**src/rtl/prng_job_arbiter.sv**
```systemverilog
// Round-robin job arbiter in front of a shared xorshift32 generator.
// Each accepted job streams len successive iterates of its seed, tagged with the owner id.
module prng_job_arbiter #(
  parameter int N_REQ = 4,
  parameter int ID_W  = 2
) (
  input  logic                clk,
  input  logic                rst,
  input  logic [N_REQ-1:0]    req_valid,
  input  logic [32*N_REQ-1:0] req_seed,
  input  logic [8*N_REQ-1:0]  req_len,
  output logic [N_REQ-1:0]    req_ready,
  input  logic                abort,
  output logic                out_valid,
  input  logic                out_ready,
  output logic [31:0]         out_data,
  output logic [ID_W-1:0]     out_id,
  output logic                out_last,
  output logic                busy
);

  typedef enum logic {IDLE, RUN} state_t;

  state_t          state_q, state_d;
  logic [31:0]     seed_q, seed_d;
  logic [8:0]      cnt_q, cnt_d;
  logic [ID_W-1:0] cur_id_q, cur_id_d;
  logic [ID_W-1:0] ptr_q, ptr_d;
  logic [ID_W-1:0] grant;
  logic            found;
  logic [7:0]      len_sel;
  logic [31:0]     word;

  function automatic logic [31:0] xorshift32(input logic [31:0] s);
    logic [31:0] x1, x2;
    x1 = s ^ (s << 13);
    x2 = x1 ^ (x1 >> 17);
    return x2 ^ (x2 << 5);
  endfunction

  assign word = xorshift32(seed_q);

  // Search starts just after the last winner so every requester gets a turn.
  always_comb begin
    found = 1'b0;
    grant = '0;
    for (int k = 1; k <= N_REQ; k++) begin
      if (!found && req_valid[(int'(ptr_q) + k) % N_REQ]) begin
        found = 1'b1;
        grant = ID_W'((int'(ptr_q) + k) % N_REQ);
      end
    end
  end

  assign len_sel = req_len[8*int'(grant) +: 8];

  always_comb begin
    state_d   = state_q;
    seed_d    = seed_q;
    cnt_d     = cnt_q;
    cur_id_d  = cur_id_q;
    ptr_d     = ptr_q;
    req_ready = '0;
    case (state_q)
      IDLE: begin
        if (found) begin
          req_ready[grant] = 1'b1;
          seed_d   = req_seed[32*int'(grant) +: 32];
          cnt_d    = (len_sel == 8'd0) ? 9'd256 : {1'b0, len_sel};
          cur_id_d = grant;
          ptr_d    = grant;
          state_d  = RUN;
        end
      end
      RUN: begin
        // Abort wins over a simultaneous beat: the word is not consumed.
        if (abort) begin
          state_d = IDLE;
        end else if (out_ready) begin
          seed_d = word;
          cnt_d  = cnt_q - 9'd1;
          if (cnt_q == 9'd1) state_d = IDLE;
        end
      end
      default: state_d = IDLE;
    endcase
  end

  always_ff @(posedge clk) begin
    if (rst) begin
      state_q  <= IDLE;
      seed_q   <= '0;
      cnt_q    <= '0;
      cur_id_q <= '0;
      ptr_q    <= ID_W'(N_REQ - 1);
    end else begin
      state_q  <= state_d;
      seed_q   <= seed_d;
      cnt_q    <= cnt_d;
      cur_id_q <= cur_id_d;
      ptr_q    <= ptr_d;
    end
  end

  assign busy      = (state_q == RUN);
  assign out_valid = busy;
  assign out_data  = word;
  assign out_id    = busy ? cur_id_q : '0;
  assign out_last  = busy && (cnt_q == 9'd1);

endmodule

```
**config.mk**
```make
export PLATFORM = sky130hd
export DESIGN_NAME = prng_job_arbiter
export DESIGN_NICKNAME = d
export VERILOG_FILES = /design/src/rtl/prng_job_arbiter.sv
export SDC_FILE = /design/constraint.sdc
export NUM_CORES = 1
export LEC_CHECK = 0
export ABC_AREA = 1
export ABC_CLOCK_PERIOD_IN_PS = 6400
export CAP_MARGIN = 20
export CORE_ASPECT_RATIO = 0.6
export CORE_UTILIZATION = 45
export CTS_CLUSTER_SIZE = 24
export DETAILED_ROUTE_END_ITERATION = 6
export HOLD_SLACK_MARGIN = 0.06
export PLACE_DENSITY = 0.89
export SYNTH_ARGS = -nofsm -noshare
export SYNTH_HDL_FRONTEND = slang
export SYNTH_SLANG_ARGS = --single-unit
export TNS_END_PERCENT = 30
```
**constraint.sdc**
```tcl
create_clock -name clk -period 6.4 [get_ports clk]
set_input_delay 1.28 -clock clk [delete_from_list [all_inputs] [get_ports clk]]
set_output_delay 1.28 -clock clk [all_outputs]
set_load 0.05 [all_outputs]
```
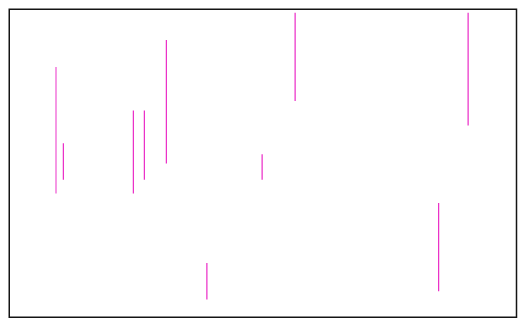
run_1/layer_met4.png
(4 px per µm)
share of all routed wire: 1.1%
nets with wire on the layer: 9
longest straight run: 31.3 µm

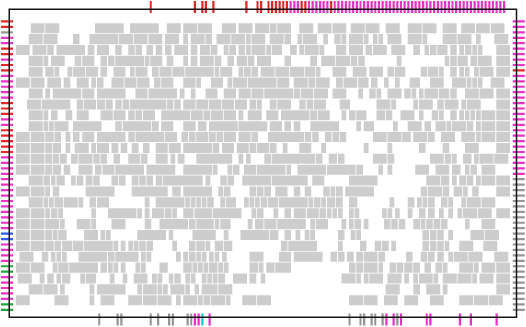
run_1/io_placement.png
(4 px per µm) Pins as bars across the die edge, other pins in gray.
| color | port | pins | direction | edge |
|---|---|---|---|---|
| blue | out_id | 2 | output | left |
| cyan | out_valid | 1 | output | bottom |
| red | out_data | 32 | output | 17 top, 14 left, 1 right |
| green | req_ready | 4 | output | left |
| magenta | req_seed | 128 | input | 56 top, 33 left, 28 right, 11 bottom |
all pins by edge: 73 top, 54 left, 54 right, 28 bottom
die height: 76.6 µm
die extent in x: 126 µm

==> results.cfg, run 1 <==
; synthesis and place-and-route metrics
[run_status]
outcome = complete, no violations

[flow_run]
tool_warnings = 27
maxCapViolCount = 0

[clocking]
cts.htree.levels = 2
cts_tree = built
clockBufferDepth = 2

[finish]
fillerInstances = 701
layout-drive-gt1-share_pct = 3.94
mostFrequentLayoutCells = clkdlybuf4s50_1, nand2_1, nor2_1
nNetsFinal = 1007

[setup_path]
path_common_cell = nand2_2
path_delay_family = simple AND/OR/NAND/NOR gates
cp-end-kind = primary output
crit_path_top_delay_cell = clkdlybuf4s50_1
max_stage_delay_ns = 0.82
rrSetupSlack_ns = 2.80

[synthesis]
synthAdderAreaFrac_pct = 0.599
top_area_cell = dfxtp_1
xor_share_pct = 13.8
synth_area_um2 = 4180
area_leaders = dfxtp_1, o21ai_0, nand2_1
synth-simple-area-share_pct = 25.4
ys_cells = 666
mux_area_share_pct = 0
fp_nets = 836
synth.cellmix.compoundShare_pct = 28.7

[die]
rows = 26
core_um2 = 8750
fp_util_pct = 47.8

[final_timing]
fin_crit_ns = 5.44
hold_viol = 0
tns_ns = 0
clock_skew_ns = 0.0124

[drt]
vias_per_cell = 5.74
ant_nets = 0
drt_wl_total_um = 17000
wl_per_cell_um = 17.9

[global_routing]
track_usage_pct = 33.9
grt_antenna_before_repair = 1

[place]
dp_hpwl_um = 12800
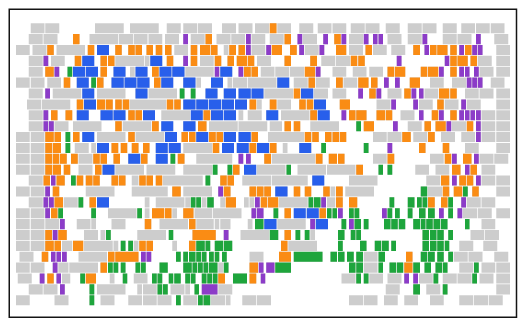
run_1/logic_types.png
(4 px per µm)
| color | family | cells |
|---|---|---|
| green | NAND gates | 151 |
| blue | XOR/XNOR gates | 66 |
| purple | NOR gates | 100 |
| orange | inverting AOI/OAI gates | 220 |
Comb/total area: 45.2%
fin cells: 951
highest-count logic cell in the final layout: clkdlybuf4s50_1

## run 1: registers in the layout (all words and copies together) (netlist names)
register / count
cur_id_q: 2
cnt_q: 9
busy: 1
seed_q: 32
ptr_q: 2
## run 1: per-stage QoR
stage          utilization [%]  instance area [µm²]  hold WS [ns]
2_1_floorplan                -                 4180         0.444
3_3_place_gp              70.4                 6160         0.471
3_5_place_dp              70.4                 6160         0.465
4_1_cts                   72.4                 6330         0.474
5_1_grt                   72.7                 6360         0.493
6_report                  72.7                 6360         0.474
## run 1: cell type report
type,count,area (µm²),area share [%]
clock buffers,5,125,1.97
clock inverters,3,43.8,0.688
diodes,1,2.50,0.0393
inverters,32,123,1.93
multi-input cells,540,2880,45.2
well taps,112,140,2.20
repair buffers,212,2130,33.5
flip-flops and latches,46,921,14.5
## run 1: how the worst min path moves through the flow
stage,startpoint,end,slack [ns]
after detailed placement,cur_id_q[0],cur_id_q[0],0.47
after global placement,seed_q[27],seed_q[27],0.47
after global routing,cur_id_q[0],cur_id_q[0],0.49
after CTS,cur_id_q[0],cur_id_q[0],0.47
final,cur_id_q[0],cur_id_q[0],0.47
after floorplan,cur_id_q[0],cur_id_q[0],0.44
## run 1: metal layers
layer  track usage [%]  share of wire, %  up-vias
met2              50.7                42      332
met1              50.2                46     2511
met5                 0                 0        -
met3              6.39                11       21
met4              6.39               1.1        0
li1                  -                 -     2590
--- run 2 (diff from run 1) ---
Settings changed: ABC_CLOCK_PERIOD_IN_PS 6400 to 5300, CORE_UTILIZATION 45 to 41, PLACE_DENSITY 0.89 to 0.82.
Clock period 6.4 ns to 5.3 ns, I/O delays scaled along.
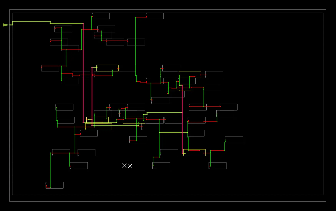
run_2/clocks.png
clk latency late pin: 0.29 ns
sequential cell count: 46

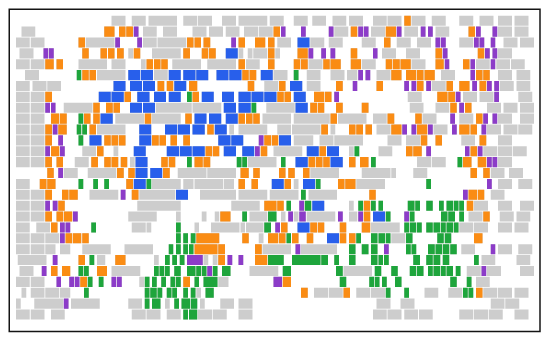
run_2/logic_types.png
(4 px per µm)
| color | family | cells |
|---|---|---|
| green | NAND gates | 151 |
| blue | XOR/XNOR gates | 66 |
| orange | inverting AOI/OAI gates | 220 |
| purple | NOR gates | 100 |
Comb/total area: 45.0%
fin cells: 973

==> results.cfg, run 2 <==
; synthesis and place-and-route metrics
[final_timing]
finalClockPeriodUsage_pct = 84.5
fin_crit_ns = 4.48
setup_ws_ns = 0.819
tightest_slew_ns = 1.04
clock_skew_ns = 0.00930
fmax_mhz = 223
tns_ns = 0
hold_viol = 0
setup_viol = 0
hold_ws_ns = 0.469

[clocking]
clockBufferDepth = 2
cts_tree = built
cts_buffers = 5
cts_resized = 0
path_clk_slew_ns = 0.06
cts-root-buf = clkbuf_16
cts.htree.levels = 2
cts_setup_buffers = 0

[run_status]
outcome = finished, violations left
violations = design-rule violations

[drt]
firstDrtPassIters = 7
wl_per_cell_um = 18.0
drt_wl_total_um = 17500
ant_nets = 0
vias = 5423
drt_iter0_markers = 646
vias_per_cell = 5.57
drc = 15

[synthesis]
synth_area_um2 = 4180
edf_count = 0
top_area_share_pct = 22.0
avgSynthCellArea_um2 = 6.27
top_area_cell = dfxtp_1
seq_area_frac_synth_pct = 22.0
ys_area_um2 = 4180
netlist_instances = 666
yosys_warnings = 0
area_leaders = dfxtp_1, o21ai_0, nand2_1
ys_cells = 666
fp_nets = 836
numSynthFlops = 46
ys_types = 36

[finish]
largest_reg_flops = 32
fillerInstances = 883
layout-drive-gt1-share_pct = 4.42
nNetsFinal = 1008
top_regs = seed_q (32), cnt_q (9)
top_register = seed_q
finalInstanceArea_um2 = 6390
utilization_pct = 64.7
layout_top_cell = clkdlybuf4s50_1
diodes = 0
mostFrequentLayoutCells = clkdlybuf4s50_1, nand2_1, nor2_1

[global_routing]
track_usage_pct = 32.4
grt_pass1_wl_um = 26500
grt_pass1_vias = 4643
grt_antenna_before_repair = 1
grt_max_degree = 61

[setup_path]
crit_path_top_delay_cell = clkdlybuf4s50_1
required_ns = 4.24
max_stage_delay_ns = 0.45
cp-end-kind = primary output
path_common_cell = nand2_1
setup.worst_path.start_class = input port
cp.arrival_ns = 3.42
path_delay_family = simple AND/OR/NAND/NOR gates
worstSetupPathType = input port to primary output

[die]
core_um2 = 9880
rows = 28
fp_util_pct = 42.3
die_w_um = 132
die_h_um = 80.2

[min_path]
hold_class = register to register

[flow_run]
maxCapViolCount = 0
tool_warnings = 27

[place]
dpl.cell_count = 966
place_area_um2 = 6220
dp_hpwl_um = 13200
gp_congestion = 1.02
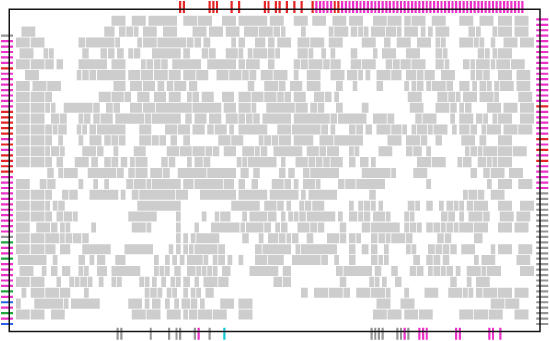
run_2/io_placement.png
(4 px per µm) Pins as bars across the die edge, other pins in gray.
| color | port | pins | direction | edge |
|---|---|---|---|---|
| cyan | out_valid | 1 | output | bottom |
| red | out_data | 32 | output | 17 top, 11 left, 4 right |
| blue | out_id | 2 | output | left |
| green | req_ready | 4 | output | left |
| magenta | req_seed | 128 | input | 55 top, 35 left, 28 right, 10 bottom |

## run 2: worst paths after layout
kind,end,cells past startpoint,start,slack [ns]
worst max-delay path,req_ready[3],13,req_valid[3],0.82
worst min-delay path,cur_id_q[0],2,cur_id_q[0],0.47
worst max register to register,seed_q[16],15,ptr_q[1],1.96
worst min register to register,cur_id_q[0],2,cur_id_q[0],0.47
## run 2: kinds of logic (layout without fill, tap and decap cells)
| family | count (synthesis) | count (layout) | synth area share (%) |
|---|---|---|---|
| adders and majority gates | 2 | 2 | 0.599 |
| and+or+nand+nor | 252 | 252 | 25.4 |
| DFF | 46 | 46 | 22.0 |
| AOI/OAI and AO/OA | 220 | 220 | 28.7 |
| xor gates and xnor gates | 66 | 66 | 13.8 |
| buffers and inverters | 80 | 252 | 9.40 |
## run 2: layout make-up
cell class | count | area, µm² | share of cell area [%]
Timing Repair Buffer | 213 | 2130 | 33.4
Multi-Input combinational cell | 540 | 2880 | 45.0
Inverter | 32 | 123 | 1.92
Tap cell | 135 | 169 | 2.64
Sequential cell | 46 | 921 | 14.4
Clock buffer | 6 | 139 | 2.17
Clock inverter | 1 | 30.0 | 0.470
## run 2: layer usage
layer	track usage, %	up-vias	routed length [µm]
met5	0	-	13
met4	5.40	2	144
li1	-	2588	-
met1	50.3	2491	8480
met3	6.50	22	2010
met2	44.6	320	6890
## run 2: tightest hold or removal path, stage by stage (launching register included)
cell     delay (ns)
dfxtp_1        0.31
nand2_1        0.06
a21oi_1        0.06
